### src/rtl/trdb_packet_unpacker.sv
// Reassembles length-prefixed trace packets from a non-stallable word stream
// and queues complete packets behind a valid/ready output port.
module trdb_packet_unpacker #(
  parameter int XLEN       = 32,
  parameter int LENBITS    = 7,
  parameter int MAX_WORDS  = 3,
  parameter int FIFO_DEPTH = 2
) (
  input  logic                        clk_i,
  input  logic                        rst_i,
  input  logic                        clear_i,
  input  logic [XLEN-1:0]             packet_word_i,
  input  logic                        packet_word_valid_i,
  output logic [MAX_WORDS*XLEN-1:0]   packet_o,
  output logic [LENBITS-1:0]          packet_len_o,
  output logic                        packet_valid_o,
  input  logic                        packet_ready_i,
  output logic                        overflow_o,
  output logic                        len_error_o
);

  // state     | meaning
  // S_IDLE    | next valid word is a header
  // S_COLLECT | header accepted, gathering the remaining payload words

  localparam int TOTAL = MAX_WORDS * XLEN;
  localparam int PW    = (FIFO_DEPTH > 1) ? $clog2(FIFO_DEPTH) : 1;
  localparam int QW    = $clog2(FIFO_DEPTH + 1);

  localparam logic [LENBITS:0] NW_ONE = 1;
  localparam logic [LENBITS:0] NW_X   = XLEN;
  localparam logic [LENBITS:0] NW_XM1 = XLEN - 1;

  typedef enum logic {S_IDLE, S_COLLECT} state_t;

  state_t               r_state, w_state_next;
  logic [TOTAL-1:0]     r_data;
  logic [LENBITS-1:0]   r_len;
  logic [LENBITS:0]     r_nwords;
  logic [LENBITS:0]     r_cnt;
  logic                 r_len_err;
  logic                 r_overflow;

  logic [TOTAL-1:0]     r_mem_data [FIFO_DEPTH];
  logic [LENBITS-1:0]   r_mem_len  [FIFO_DEPTH];
  logic [PW-1:0]        r_wr_ptr, r_rd_ptr;
  logic [QW-1:0]        r_count;

  logic [LENBITS-1:0]   w_hdr_len;
  logic [LENBITS:0]     w_hdr_nwords;
  logic                 w_hdr_bad;
  logic                 w_accept_hdr, w_store, w_complete, w_hdr_err;
  logic [LENBITS-1:0]   w_cur_len;
  logic [TOTAL-1:0]     w_data_next, w_mask, w_push_data;
  logic                 w_empty, w_full, w_pop, w_push, w_drop;

  assign w_hdr_len    = packet_word_i[LENBITS-1:0];
  assign w_hdr_bad    = (w_hdr_len == '0) || (int'(w_hdr_len) > TOTAL);
  // Widened by one bit so len + XLEN-1 cannot wrap.
  assign w_hdr_nwords = ({1'b0, w_hdr_len} + NW_XM1) / NW_X;

  always_ff @(posedge clk_i) begin
    if (rst_i) r_state <= S_IDLE;
    else       r_state <= w_state_next;
  end

  always_comb begin
    w_state_next = r_state;
    w_accept_hdr = 1'b0;
    w_store      = 1'b0;
    w_complete   = 1'b0;
    w_hdr_err    = 1'b0;
    w_cur_len    = r_len;
    case (r_state)
      S_IDLE: begin
        if (packet_word_valid_i) begin
          if (w_hdr_bad) begin
            w_hdr_err = 1'b1;
          end else begin
            w_accept_hdr = 1'b1;
            w_cur_len    = w_hdr_len;
            if (w_hdr_nwords == NW_ONE) w_complete   = 1'b1;
            else                        w_state_next = S_COLLECT;
          end
        end
      end
      S_COLLECT: begin
        if (packet_word_valid_i) begin
          w_store = 1'b1;
          if (r_cnt + NW_ONE == r_nwords) begin
            w_complete   = 1'b1;
            w_state_next = S_IDLE;
          end
        end
      end
      default: w_state_next = S_IDLE;
    endcase
  end

  always_comb begin
    w_data_next = r_data;
    if (w_accept_hdr) begin
      w_data_next            = '0;
      w_data_next[XLEN-1:0] = packet_word_i;
    end else if (w_store) begin
      for (int k = 0; k < MAX_WORDS; k++) begin
        if (r_cnt == (LENBITS+1)'(k)) w_data_next[k*XLEN +: XLEN] = packet_word_i;
      end
    end
  end

  always_comb begin
    w_mask = '0;
    for (int i = 0; i < TOTAL; i++) w_mask[i] = (i < int'(w_cur_len));
  end

  assign w_push_data = w_data_next & w_mask;

  always_ff @(posedge clk_i) begin
    if (rst_i) begin
      r_data    <= '0;
      r_len     <= '0;
      r_nwords  <= '0;
      r_cnt     <= '0;
      r_len_err <= 1'b0;
    end else begin
      r_len_err <= w_hdr_err;
      if (w_accept_hdr) begin
        r_data   <= w_data_next;
        r_len    <= w_hdr_len;
        r_nwords <= w_hdr_nwords;
        r_cnt    <= NW_ONE;
      end else if (w_store) begin
        r_data <= w_data_next;
        r_cnt  <= r_cnt + NW_ONE;
      end
    end
  end

  assign w_empty = (r_count == '0);
  assign w_full  = (r_count == QW'(FIFO_DEPTH));
  assign w_pop   = !w_empty && packet_ready_i;
  // A pop in the same cycle frees the slot, so a full FIFO still accepts.
  assign w_push  = w_complete && (!w_full || w_pop);
  assign w_drop  = w_complete && w_full && !w_pop;

  always_ff @(posedge clk_i) begin
    if (rst_i) begin
      for (int i = 0; i < FIFO_DEPTH; i++) begin
        r_mem_data[i] <= '0;
        r_mem_len[i]  <= '0;
      end
      r_wr_ptr   <= '0;
      r_rd_ptr   <= '0;
      r_count    <= '0;
      r_overflow <= 1'b0;
    end else begin
      if (w_push) begin
        r_mem_data[r_wr_ptr] <= w_push_data;
        r_mem_len[r_wr_ptr]  <= w_cur_len;
        r_wr_ptr <= (r_wr_ptr == PW'(FIFO_DEPTH-1)) ? '0 : r_wr_ptr + PW'(1);
      end
      if (w_pop) begin
        r_rd_ptr <= (r_rd_ptr == PW'(FIFO_DEPTH-1)) ? '0 : r_rd_ptr + PW'(1);
      end
      if (w_push && !w_pop)      r_count <= r_count + QW'(1);
      else if (!w_push && w_pop) r_count <= r_count - QW'(1);
      if (w_drop)       r_overflow <= 1'b1;
      else if (clear_i) r_overflow <= 1'b0;
    end
  end

  assign packet_valid_o = !w_empty;
  assign packet_o       = w_empty ? '0 : r_mem_data[r_rd_ptr];
  assign packet_len_o   = w_empty ? '0 : r_mem_len[r_rd_ptr];
  assign overflow_o     = r_overflow;
  assign len_error_o    = r_len_err;

endmodule

### config.mk
export PLATFORM = sky130hd
export DESIGN_NAME = trdb_packet_unpacker
export DESIGN_NICKNAME = d
export VERILOG_FILES = /design/src/rtl/trdb_packet_unpacker.sv
export SDC_FILE = /design/constraint.sdc
export NUM_CORES = 1
export LEC_CHECK = 0
export ABC_AREA = 1
export ABC_CLOCK_PERIOD_IN_PS = 7900
export CAP_MARGIN = 20
export CORE_MARGIN = 2
export CORE_UTILIZATION = 40
export CTS_CLUSTER_SIZE = 14
export DETAILED_ROUTE_END_ITERATION = 12
export PLACE_DENSITY = 0.66
export SYNTH_ARGS = -nofsm -noshare
export SYNTH_HDL_FRONTEND = slang
export SYNTH_SLANG_ARGS = --single-unit
export TNS_END_PERCENT = 50
### constraint.sdc
create_clock -name clk_i -period 7.9 [get_ports clk_i]
set_input_delay 0.79 -clock clk_i [delete_from_list [all_inputs] [get_ports clk_i]]
set_output_delay 0.79 -clock clk_i [all_outputs]
set_load 0.02 [all_outputs]
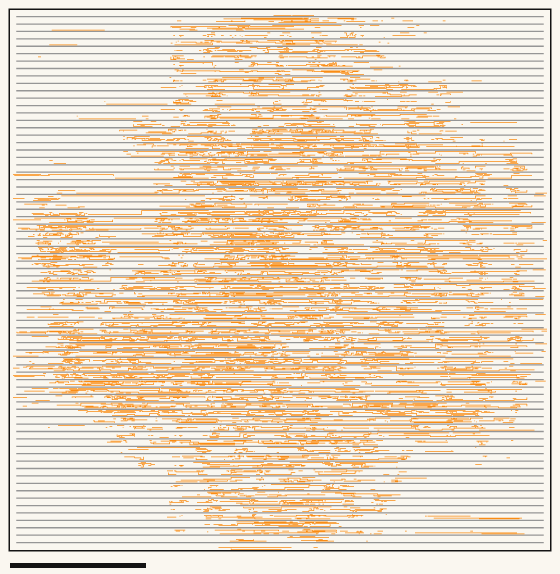
(images/layer_met1.png)
Bar = 50 um. Supply wires on this layer in grey.
- nets with wire on the layer: 1813
- wire length on this layer: 20.3 mm
- share of all routed wire: 43%
GR met1 Demand/Resource: 34.5%
total length of routed wires: 46900 um
via total after detailed routing: 12772

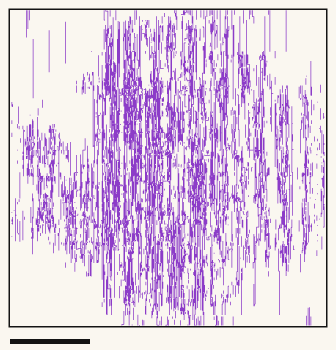
(images/layer_met2.png)
Bar = 50 um.
- wire length on this layer: 20.8 mm
- share of all routed wire: 44%
- longest straight run: 88.7 um
- nets with wire on the layer: 1476
grt met2 use: 35.8%

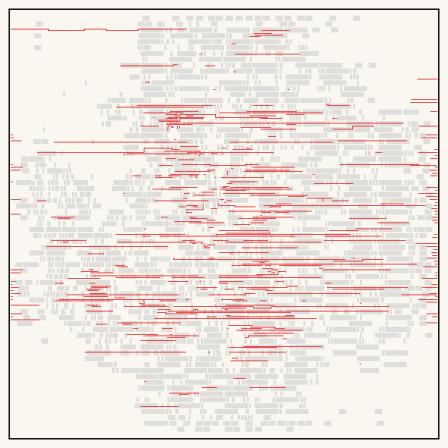
(images/layer_met3.png)
- nets with wire on the layer: 240
- share of all routed wire: 9.8%
- main direction: horizontal

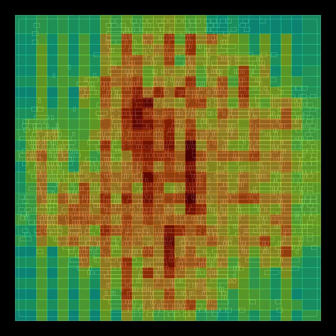
(images/congestion.png)
met3 GRT Util: 5.64%
Wirelength per Cell: 19.3 um
Most Crowded Layer GR: met2
Overall Global Routing Usage: 24.0%

==> reports/metrics.json <==
{
  "top_register": "r_mem_data",
  "antenna-diode-count": 0,
  "log.warning_count": 29,
  "drt_drc_violations_left": 0,
  "layout_setup_ws_ns": 3.37,
  "endpoint_kind": "primary output",
  "clock_buffer_count": 49,
  "ys_seq_share_pct": 57.1,
  "grt_first_pass_wirelength_um": 71000,
  "cts_inserted_buffers": 36,
  "placed_cells": 2357,
  "crit_path_start_kind": "flip-flop",
  "synthesis.nets": 1842,
  "highest-signal-layer": "met4",
  "worst_r2r_startpoint": "r_cnt[0]$_SDFFE_PP0P_",
  "first_pass_iters": 7,
  "setup_viol_count_final": 0,
  "nonClockBufferCount": 158,
  "run_status": "finished, final reports clean",
  "critPathTopFamily": "buffers and inverters",
  "clk_pin_slew_worst_paths_ns": 0.05,
  "tritoncts_num_sinks": 328,
  "layout_top_cells_excl_fill_tap": "474 x nand2_1, 365 x nor2_1, 206 x edfxtp_1",
  "netlist_cell_types": 37,
  "hpwlAfterDp_um": 30500,
  "synthesis.area_um2": 15100,
  "drtIter0Drc": 1480,
  "layout.area.top_class": "registers",
  "fmax_mhz": 221,
  "design.die.area_um2": 39300,
  "numSynthFlops": 328,
  "postCtsSetupBuffers": 0,
  "wl_met3_um": 4580,
  "area_growth_pct": 19.1,
  "critical_path_required_ns": 7.11,
  "combinationalPowerShare_pct": 25.7,
  "critical_path.n_buffers_inverters": 4,
  "area.share.sequential_pct": 48.0,
  "rsz0062_at_grt": "no",
  "combAreaFraction_pct": 31.1,
  "clock-skew-final_ns": 0.0228,
  "fillers": 3550,
  "ys_warn_count": 0,
  "period_needed_ns": 4.53,
  "routedLengthMet1_um": 20300,
  "critical_path.cell_chain": "buf_4, inv_2, buf_4, nand2_1, a21oi_1, clkdlybuf4s50_1",
  "finish.net_count": 1927,
  "power_leader": "registers",
  "grt_start_max_net_pins": 97
}
-- cells by family (layout without fill, tap and decap cells) --
family	after synthesis	count (layout)	synth area share, %
and+or+nand+nor	1019	1019	27.7
DFF	328	328	57.1
adders and majority gates	5	5	0.414
xor gates and xnor gates	3	3	0.174
buffers and inverters	206	318	6.07
AOI/OAI and AO/OA	239	239	8.48
-- synth_stat cells --
| master | n | share of area (%) |
|---|---|---|
| nand2_2 | 16 | 0.66 |
| a21oi_1 | 153 | 5.1 |
| a21oi_2 | 1 | 0.058 |
| o21bai_1 | 3 | 0.15 |
| xnor2_1 | 1 | 0.058 |
| nand3_1 | 70 | 2.3 |
| a211oi_1 | 2 | 0.099 |
| nand3_2 | 1 | 0.066 |
| nand2_4 | 3 | 0.22 |
| o21ai_0 | 54 | 1.8 |
| nand3b_1 | 3 | 0.15 |
| o21bai_4 | 1 | 0.12 |
| o21ai_1 | 3 | 0.099 |
| buf_4 | 3 | 0.15 |
| o21a_1 | 19 | 0.94 |
| buf_2 | 27 | 0.90 |
| or2_1 | 4 | 0.17 |
| dfxtp_1 | 122 | 16 |
| nor3_1 | 41 | 1.4 |
| o21ai_2 | 1 | 0.058 |
| edfxtp_1 | 206 | 41 |
| nor2_1 | 366 | 9.1 |
| inv_2 | 5 | 0.12 |
| nand4_1 | 20 | 0.83 |
| o22ai_1 | 1 | 0.041 |
| nand2_1 | 476 | 12 |
| a31oi_1 | 1 | 0.041 |
| buf_6 | 13 | 0.97 |
| inv_1 | 90 | 2.2 |
| nor2_4 | 4 | 0.30 |
| nor2_8 | 1 | 0.13 |
| clkbuf_1 | 60 | 1.5 |
| xor2_1 | 2 | 0.12 |
| nor2_2 | 11 | 0.46 |
| buf_1 | 8 | 0.20 |
| ha_1 | 5 | 0.41 |
| or2_2 | 3 | 0.12 |
